Figure 1. Gate-type map.
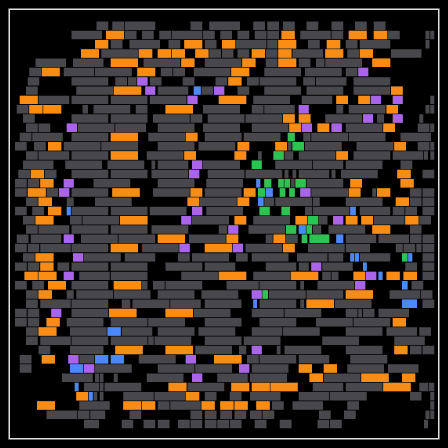
Figure 2. PDN straps and rails.
Pins as bars on the die edge.
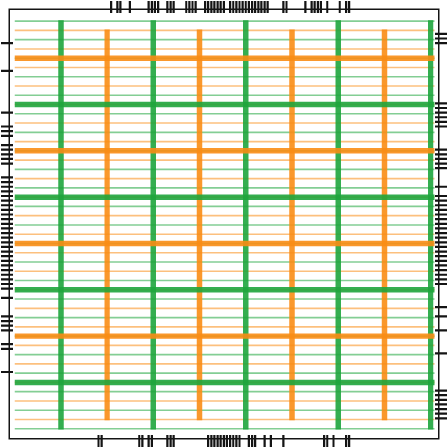
[config.mk]
export PLATFORM = sky130hd
export DESIGN_NAME = branch_resolve_unit
export DESIGN_NICKNAME = d
export VERILOG_FILES = /design/src/rtl/bru_pkg.sv /design/src/rtl/bru_fifo.sv /design/src/rtl/branch_resolve_unit.sv
export SDC_FILE = /design/constraint.sdc
export NUM_CORES = 1
export LEC_CHECK = 0
export CORE_UTILIZATION = 56
export DETAILED_ROUTE_END_ITERATION = 6
export PLACE_DENSITY_LB_ADDON = 0.2
export SLEW_MARGIN = 5
export SYNTH_ARGS = -nofsm -noshare
export SYNTH_HDL_FRONTEND = slang
export SYNTH_SLANG_ARGS = --single-unit
[constraint.sdc]
create_clock -name CLK -period 7.1 [get_ports CLK]
set_input_delay 1.42 -clock CLK [delete_from_list [all_inputs] [get_ports CLK]]
set_output_delay 1.42 -clock CLK [all_outputs]
set_load 0.005 [all_outputs]
[src/rtl/bru_pkg.sv]
// Shared definitions for the branch resolve unit: 2-bit predictor counter
// encodings, the resolve FSM states and the saturating counter update.
package bru_pkg;

  typedef enum logic [1:0] {
    SNT = 2'b00,
    WNT = 2'b01,
    WT  = 2'b10,
    ST  = 2'b11
  } ctr_e;

  typedef enum logic {
    NORMAL = 1'b0,
    FLUSH  = 1'b1
  } bru_state_e;

  localparam int MISCNT_W = 16;

  // Move the counter one step toward the actual direction, saturating at the ends.
  function automatic ctr_e sat_update(input ctr_e s, input logic taken);
    ctr_e r;
    r = s;
    if (taken) begin
      if (s != ST) r = ctr_e'(s + 2'd1);
    end else begin
      if (s != SNT) r = ctr_e'(s - 2'd1);
    end
    return r;
  endfunction

endpackage

[src/rtl/bru_fifo.sv]
// In-order prediction queue: DEPTH slots of W bits with push, pop and a
// synchronous flush that empties the queue and drops any same-cycle push.
module bru_fifo #(
  parameter int DEPTH = 4,
  parameter int W     = 8
) (
  input  logic                   CLK,
  input  logic                   RST,
  input  logic                   i_push,
  input  logic                   i_pop,
  input  logic                   i_flush,
  input  logic [W-1:0]           i_wdata,
  output logic [W-1:0]           o_rdata,
  output logic [$clog2(DEPTH):0] o_count,
  output logic                   o_full,
  output logic                   o_empty
);

  localparam int PTR_W = $clog2(DEPTH);
  localparam int CNT_W = PTR_W + 1;

  logic [W-1:0]     r_mem [DEPTH];
  logic [PTR_W-1:0] r_wptr;
  logic [PTR_W-1:0] r_rptr;
  logic [CNT_W-1:0] r_count;
  logic             w_push;
  logic             w_pop;

  assign o_full  = (r_count == CNT_W'(DEPTH));
  assign o_empty = (r_count == '0);
  assign o_count = r_count;
  assign o_rdata = r_mem[r_rptr];

  assign w_push = i_push & ~o_full & ~i_flush;
  assign w_pop  = i_pop & ~o_empty & ~i_flush;

  // Slot storage; written only on an accepted push.
  always_ff @(posedge CLK) begin
    if (w_push) r_mem[r_wptr] <= i_wdata;
  end

  // Pointers wrap naturally at the power-of-two depth; flush empties the queue.
  always_ff @(posedge CLK or negedge RST) begin
    if (!RST) begin
      r_wptr  <= '0;
      r_rptr  <= '0;
      r_count <= '0;
    end else if (i_flush) begin
      r_wptr  <= '0;
      r_rptr  <= '0;
      r_count <= '0;
    end else begin
      if (w_push) r_wptr <= r_wptr + 1'b1;
      if (w_pop)  r_rptr <= r_rptr + 1'b1;
      case ({w_push, w_pop})
        2'b10:   r_count <= r_count + 1'b1;
        2'b01:   r_count <= r_count - 1'b1;
        default: r_count <= r_count;
      endcase
    end
  end

endmodule

[src/rtl/branch_resolve_unit.sv]
// Branch resolve unit: queues fetch-time predictions, compares them with
// execute-stage resolutions, emits predictor-table updates and a one-cycle
// flush/redirect on a mispredict.
// Optional misprediction statistics counter: define BRU_STATS_EN.
module branch_resolve_unit
  import bru_pkg::*;
#(
  parameter int DEPTH = 4,
  parameter int IDX_W = 4,
  parameter int PC_W  = 32
) (
  input  logic                   CLK,
  input  logic                   RST,
  input  logic                   pred_valid,
  output logic                   pred_ready,
  input  logic [IDX_W-1:0]       pred_idx,
  input  logic [1:0]             pred_state,
  input  logic [PC_W-1:0]        pred_target,
  input  logic                   res_valid,
  input  logic                   res_taken,
  input  logic [PC_W-1:0]        res_target,
  input  logic [PC_W-1:0]        res_fallthru,
  output logic                   upd_we,
  output logic [IDX_W-1:0]       upd_idx,
  output logic [1:0]             upd_state,
  output logic                   flush,
  output logic [PC_W-1:0]        redirect_pc,
  output logic [$clog2(DEPTH):0] count,
  output logic [MISCNT_W-1:0]    mispred_cnt
);

  localparam int ENT_W = IDX_W + 2 + PC_W;

  bru_state_e       r_state;
  bru_state_e       w_state_next;
  logic [ENT_W-1:0] w_head;
  logic [IDX_W-1:0] w_head_idx;
  logic [1:0]       w_head_state;
  logic [PC_W-1:0]  w_head_tgt;
  logic             w_full;
  logic             w_empty;
  logic             w_push;
  logic             w_pop;
  logic             w_mis;
  logic             r_upd_we;
  logic [IDX_W-1:0] r_upd_idx;
  ctr_e             r_upd_state;
  logic             r_flush;
  logic [PC_W-1:0]  r_redirect;

  // Readiness ignores a same-cycle pop, so a full queue never takes a push.
  assign pred_ready = (r_state == NORMAL) & ~w_full;
  assign w_push     = pred_valid & pred_ready;
  assign w_pop      = res_valid & ~w_empty & (r_state == NORMAL);

  assign w_head_idx   = w_head[ENT_W-1 -: IDX_W];
  assign w_head_state = w_head[PC_W +: 2];
  assign w_head_tgt   = w_head[PC_W-1:0];

  assign w_mis = w_pop & ((w_head_state[1] != res_taken) |
                          (res_taken & (w_head_tgt != res_target)));

  bru_fifo #(
    .DEPTH (DEPTH),
    .W     (ENT_W)
  ) u_fifo (
    .CLK     (CLK),
    .RST     (RST),
    .i_push  (w_push),
    .i_pop   (w_pop),
    .i_flush (w_mis),
    .i_wdata ({pred_idx, pred_state, pred_target}),
    .o_rdata (w_head),
    .o_count (count),
    .o_full  (w_full),
    .o_empty (w_empty)
  );

  // FSM state register.
  always_ff @(posedge CLK or negedge RST) begin
    if (!RST) r_state <= NORMAL;
    else      r_state <= w_state_next;
  end

  // Next state: a mispredict costs exactly one FLUSH cycle.
  always_comb begin
    w_state_next = r_state;
    case (r_state)
      NORMAL:  if (w_mis) w_state_next = FLUSH;
      FLUSH:   w_state_next = NORMAL;
      default: w_state_next = NORMAL;
    endcase
  end

  // Registered update strobe, flush pulse and held redirect address.
  always_ff @(posedge CLK or negedge RST) begin
    if (!RST) begin
      r_upd_we    <= 1'b0;
      r_upd_idx   <= '0;
      r_upd_state <= SNT;
      r_flush     <= 1'b0;
      r_redirect  <= '0;
    end else begin
      r_upd_we <= w_pop;
      r_flush  <= w_mis;
      if (w_pop) begin
        r_upd_idx   <= w_head_idx;
        r_upd_state <= sat_update(ctr_e'(w_head_state), res_taken);
      end
      if (w_mis) r_redirect <= res_taken ? res_target : res_fallthru;
    end
  end

  assign upd_we      = r_upd_we;
  assign upd_idx     = r_upd_idx;
  assign upd_state   = r_upd_state;
  assign flush       = r_flush;
  assign redirect_pc = r_redirect;

`ifdef BRU_STATS_EN
  logic [MISCNT_W-1:0] r_mispred_cnt;

  // Saturating misprediction counter.
  always_ff @(posedge CLK or negedge RST) begin
    if (!RST)                             r_mispred_cnt <= '0;
    else if (w_mis && r_mispred_cnt != '1) r_mispred_cnt <= r_mispred_cnt + 1'b1;
  end

  assign mispred_cnt = r_mispred_cnt;
`else
  assign mispred_cnt = '0;
`endif

endmodule

==> run summary <==
The run has ended; figures from its reports follow.

The normalized max-slew margin came out at roughly an eighth. Per report_power, the Sequential row totals around 0.0017 W. The internal portion of total power came out at roughly 0.0029 W. The cell leakage power came out at 3.820 nW. The switching portion of total power came out at 27.86%. The launch instance of the worst min-delay path is upd_idx[2].

The final reports fail on DRC. The horizontal die dimension is 125.7 µm. The die area is 0.01579 mm². The synthesized instance count is 479. The synthesized-area fraction occupied by xor and xnor cells is 3.885%. The number of warnings issued by yosys came out at 0. Ranked by flip-flop count, first place goes to u_fifo.r_mem.

The number of failing hold endpoints at the final stage is 0. The clock root buffer is sky130_fd_sc_hd__clkbuf_16. The count of distinct cell types in the synthesized netlist is 42. The maximum number of pins on one net before global-route repair is roughly 49. Power attributed to the clock group is roughly 0.00096 W. The average routed wire per standard cell came out at 20.39 µm. The arithmetic-cell share of the synthesized area counting full adders, half adders and majority gates came out at 1.198%. The launch point of the worst register-to-register path is recorded as u_fifo.r_rptr[1]. Per STA, the worst path is made up of clkdlybuf4s50_1 -> nor3b_2 -> o21ai_0 -> a21oi_4 -> nor2b_1 -> ha_1 -> fa_1 -> xnor2_1 -> nor2_1 -> xnor2_1 -> nor2_1.

Summing all placed instances gives a cell area of just over 0.01 mm². Before any placement, the netlist area is recorded as 0.008566 mm². The switching power is 0.001104 W.

The sequential cell fraction of total power came out at between 40% and 50%. The number of sinks on the clock net is approximately 200. Subtracting the final worst setup slack from the clock period gives 5.075 ns. The portion of total power attributed to combinational logic came out at 32.2%. The residual DRC count came out at 14. The run finished, with violations left.

The endpoint of the worst register-to-register path is u_fifo.o_count[2]. The kind of cell adding the most delay to the critical path is AND-OR/OR-AND gates. Per the Yosys statistics, synthesis produced 479 cells. The area overhead of the layout relative to synthesis is 26.04%.

The synthesized area per cell is 17.88 µm². Per report_power, the top consumer among the power groups is sequential cells. The iteration-0 DRC count of the detailed router came out at 366. The power density relative to cell area came out at around 370 mW/mm². The min-delay analysis places its worst path in the category flip-flop to flip-flop. The fraction of layout cells with a size suffix above 1 came out at 21.40%.

The worst register-to-register path has a setup slack of 2.12 ns. For this run, the register share of the synthesized area comes to 67.31%. The synthesized-area fraction occupied by and/or/nand/nor cells is under 10%.

Across the run, the number of max-cap violations was 0. The kind of critical path is primary input to flip-flop. After synthesis, the chip area reported by Yosys is 0.008566 mm². The routability-driven placement congestion ratio is 0.7781.

The count of tool warnings is 29. In this run, synthesis inferred between 150 and 200 flip-flops with an integrated enable. The final antenna-violating net count is 0. The required time of the worst setup path is 7.36 ns.

The die span in y is 125.7 µm. The register bit total from synthesis came out at 200. Derived from the worst setup path, the maximum achievable clock frequency is about 200 MHz. The report puts the hold buffer count at CTS at 0. The total of endpoints with negative setup slack in the final report is 0. The portion of the clock cycle consumed by the worst path in the final layout is 71.48%. The clock reaches the later pin of the worst-skew pair after 0.43 ns.

STA classifies the critical path endpoint as a flip-flop. The clock slew seen by the registers of the worst setup and hold paths is 0.07 ns. The dominant register cell in the synthesized netlist is sky130_fd_sc_hd__edfxtp_1. For this run, the detailed router's first-pass iteration total came to 7. The first global-routing pass estimated 26240 µm of wire.

The total length of routed wires is 16910 µm. The proportion of synthesized flip-flops having asynchronous set or reset is 24.00%. Counting pins that exceed their max-slew limit in the final report gives 0.

The total congestion overflow came out at 0. The largest incremental delay on the critical path is approximately 1.1 ns. The HPWL after detailed placement is 11090 µm.

The number of vias after detailed routing came out at ~4700. The clock skew came out at 0.009732 ns. The buffering stage count on the worst path with inverters included came out at 1. The net total in the final layout is 745. According to the floorplan report, the placeable core area is 0.01475 mm². The number of antenna violations at the first check in global routing came out at 0. Of the post-synthesis cell area, the part taken by muxes is roughly a fifth.

The data arrival time at the worst-slack endpoint came out at 5.34 ns. The number of buffers created by CTS came out at 17. The register with the most flip-flops in the layout has 152 of them. The combinational logic power came out at 0.00128 W. The global routing usage summed across all routing layers came out at 22.76%. By area, the combinational part of the netlist is dominated by multiplexers. The number of top-level pins came out at 167. Setup repair after global routing left no endpoint under its margin. Summing the areas of all compound-gate instances in the mapped netlist gives about 1.7% of the synthesized area.

The number of H-tree branching levels is 4. In this run the deepest clock path goes through 2 buffers. In the routed layout, each cell is associated on average with a via count of about 5.7. Once the clock tree was built, the resizer swapped 0 gates to a different size. The worst setup path is launched from a primary input. The share of the core area taken by cells at floorplan is 58.06%. The sum of negative setup slack came out at 0 ns. The number of global-route vias before repair came out at 4907. The summed area of non-filler cells in the final layout is around 0.011 mm².
## Picture notes: Figure 1
legend:
  orange:
    family: multiplexers
    cells: 125
    where: all over the die
  purple:
    family: XOR/XNOR gates
    cells: 38
    where: all over the die
  blue:
    family: NOR gates
    cells: 22
  green:
    family: inverting AOI/OAI gates
    cells: 20
most frequent logic cell in the layout: sky130_fd_sc_hd__edfxtp_1
non-filler instance count after layout: 829
Comb area share: 24.46%

## Picture notes: Figure 2
legend:
  green:
    net: VSS
  orange:
    net: VDD
met4 straps: 9
met1 rails: 45
met5 straps: 8
rows: 44
signal pins: 167

-- through the flow --
step	setup WS [ns]	utilization [%]	hold WS, ns	instances	power (W)
global placement	1.784	69.00	0.4914	796	0.002986
floorplan	2.017	-	0.5055	494	0.002501
global route	1.762	73.18	0.5216	829	0.004153
detailed placement	1.649	69.00	0.4916	796	0.003026
CTS	2.037	72.99	0.5118	828	0.003993
finish	2.025	73.18	0.5048	829	0.003964
-- cells in the final DEF, fill, tap and decap left out, types with 16 or more instances in the layout --
| master | instances |
|---|---|
| sky130_fd_sc_hd__clkdlybuf4s50_1 | 148 |
| sky130_fd_sc_hd__mux2_2 | 45 |
| sky130_fd_sc_hd__mux2_4 | 25 |
| sky130_fd_sc_hd__mux4_2 | 24 |
| sky130_fd_sc_hd__dfrtp_1 | 46 |
| sky130_fd_sc_hd__conb_1 | 16 |
| sky130_fd_sc_hd__xnor2_1 | 21 |
| sky130_fd_sc_hd__xor2_1 | 17 |
| sky130_fd_sc_hd__edfxtp_1 | 152 |
| sky130_fd_sc_hd__mux2i_1 | 31 |
| sky130_fd_sc_hd__clkbuf_16 | 17 |
-- synth_stat cells, types with 3 or more instances --
cell type                  number  area share, %
sky130_fd_sc_hd__a21oi_1        3           0.18
sky130_fd_sc_hd__buf_2          8           0.47
sky130_fd_sc_hd__buf_4         17            1.5
sky130_fd_sc_hd__buf_6          4           0.53
sky130_fd_sc_hd__clkbuf_1       5           0.22
sky130_fd_sc_hd__dfrtp_1       48             14
sky130_fd_sc_hd__edfxtp_1     152             53
sky130_fd_sc_hd__ha_1           5           0.73
sky130_fd_sc_hd__inv_1          5           0.22
sky130_fd_sc_hd__mux2_2        45            5.9
sky130_fd_sc_hd__mux2_4        25            4.4
sky130_fd_sc_hd__mux2i_1       31            3.6
sky130_fd_sc_hd__mux4_2        24            6.3
sky130_fd_sc_hd__nand2_1       10           0.44
sky130_fd_sc_hd__nand2b_1       3           0.22
sky130_fd_sc_hd__nand4_1        5           0.37
sky130_fd_sc_hd__nor2_1        14           0.61
sky130_fd_sc_hd__nor3_1         3           0.18
sky130_fd_sc_hd__nor4_1         3           0.22
sky130_fd_sc_hd__o21ai_0        5           0.29
sky130_fd_sc_hd__o22ai_1        3           0.22
sky130_fd_sc_hd__xnor2_1       21            2.1
sky130_fd_sc_hd__xor2_1        17            1.7
-- area by class of cell --
type	count	area, µm²
sequential	200	5768
timing repair buffer	155	1549
clock buffer	19	432.9
fill	929	3958
clock inverter	13	156.4
tap	184	230.2
inverter	5	18.77
multi-input combinational	253	2641
-- how the worst max path moves through the flow --
stage                              from            endpoint  depth (start not counted)
after floorplan           res_target[7]  u_fifo.r_mem[0][0]                          8
after global placement        res_valid   u_fifo.o_count[2]                         11
after detailed placement      res_valid   u_fifo.o_count[2]                         11
after CTS                     res_valid   u_fifo.o_count[2]                         11
after global routing          res_valid   u_fifo.o_count[2]                         11
final                         res_valid   u_fifo.o_count[2]                         11
-- layer usage --
metal,up-vias,global-route usage [%],share of wire [%]
li1,2117,-,-
met1,2352,30.33,43
met2,194,37.52,50
met3,23,5.183,5.4
met4,0,7.245,1.5
met5,-,0,0
No activity file was given, so power comes from the tool's default toggle rates.
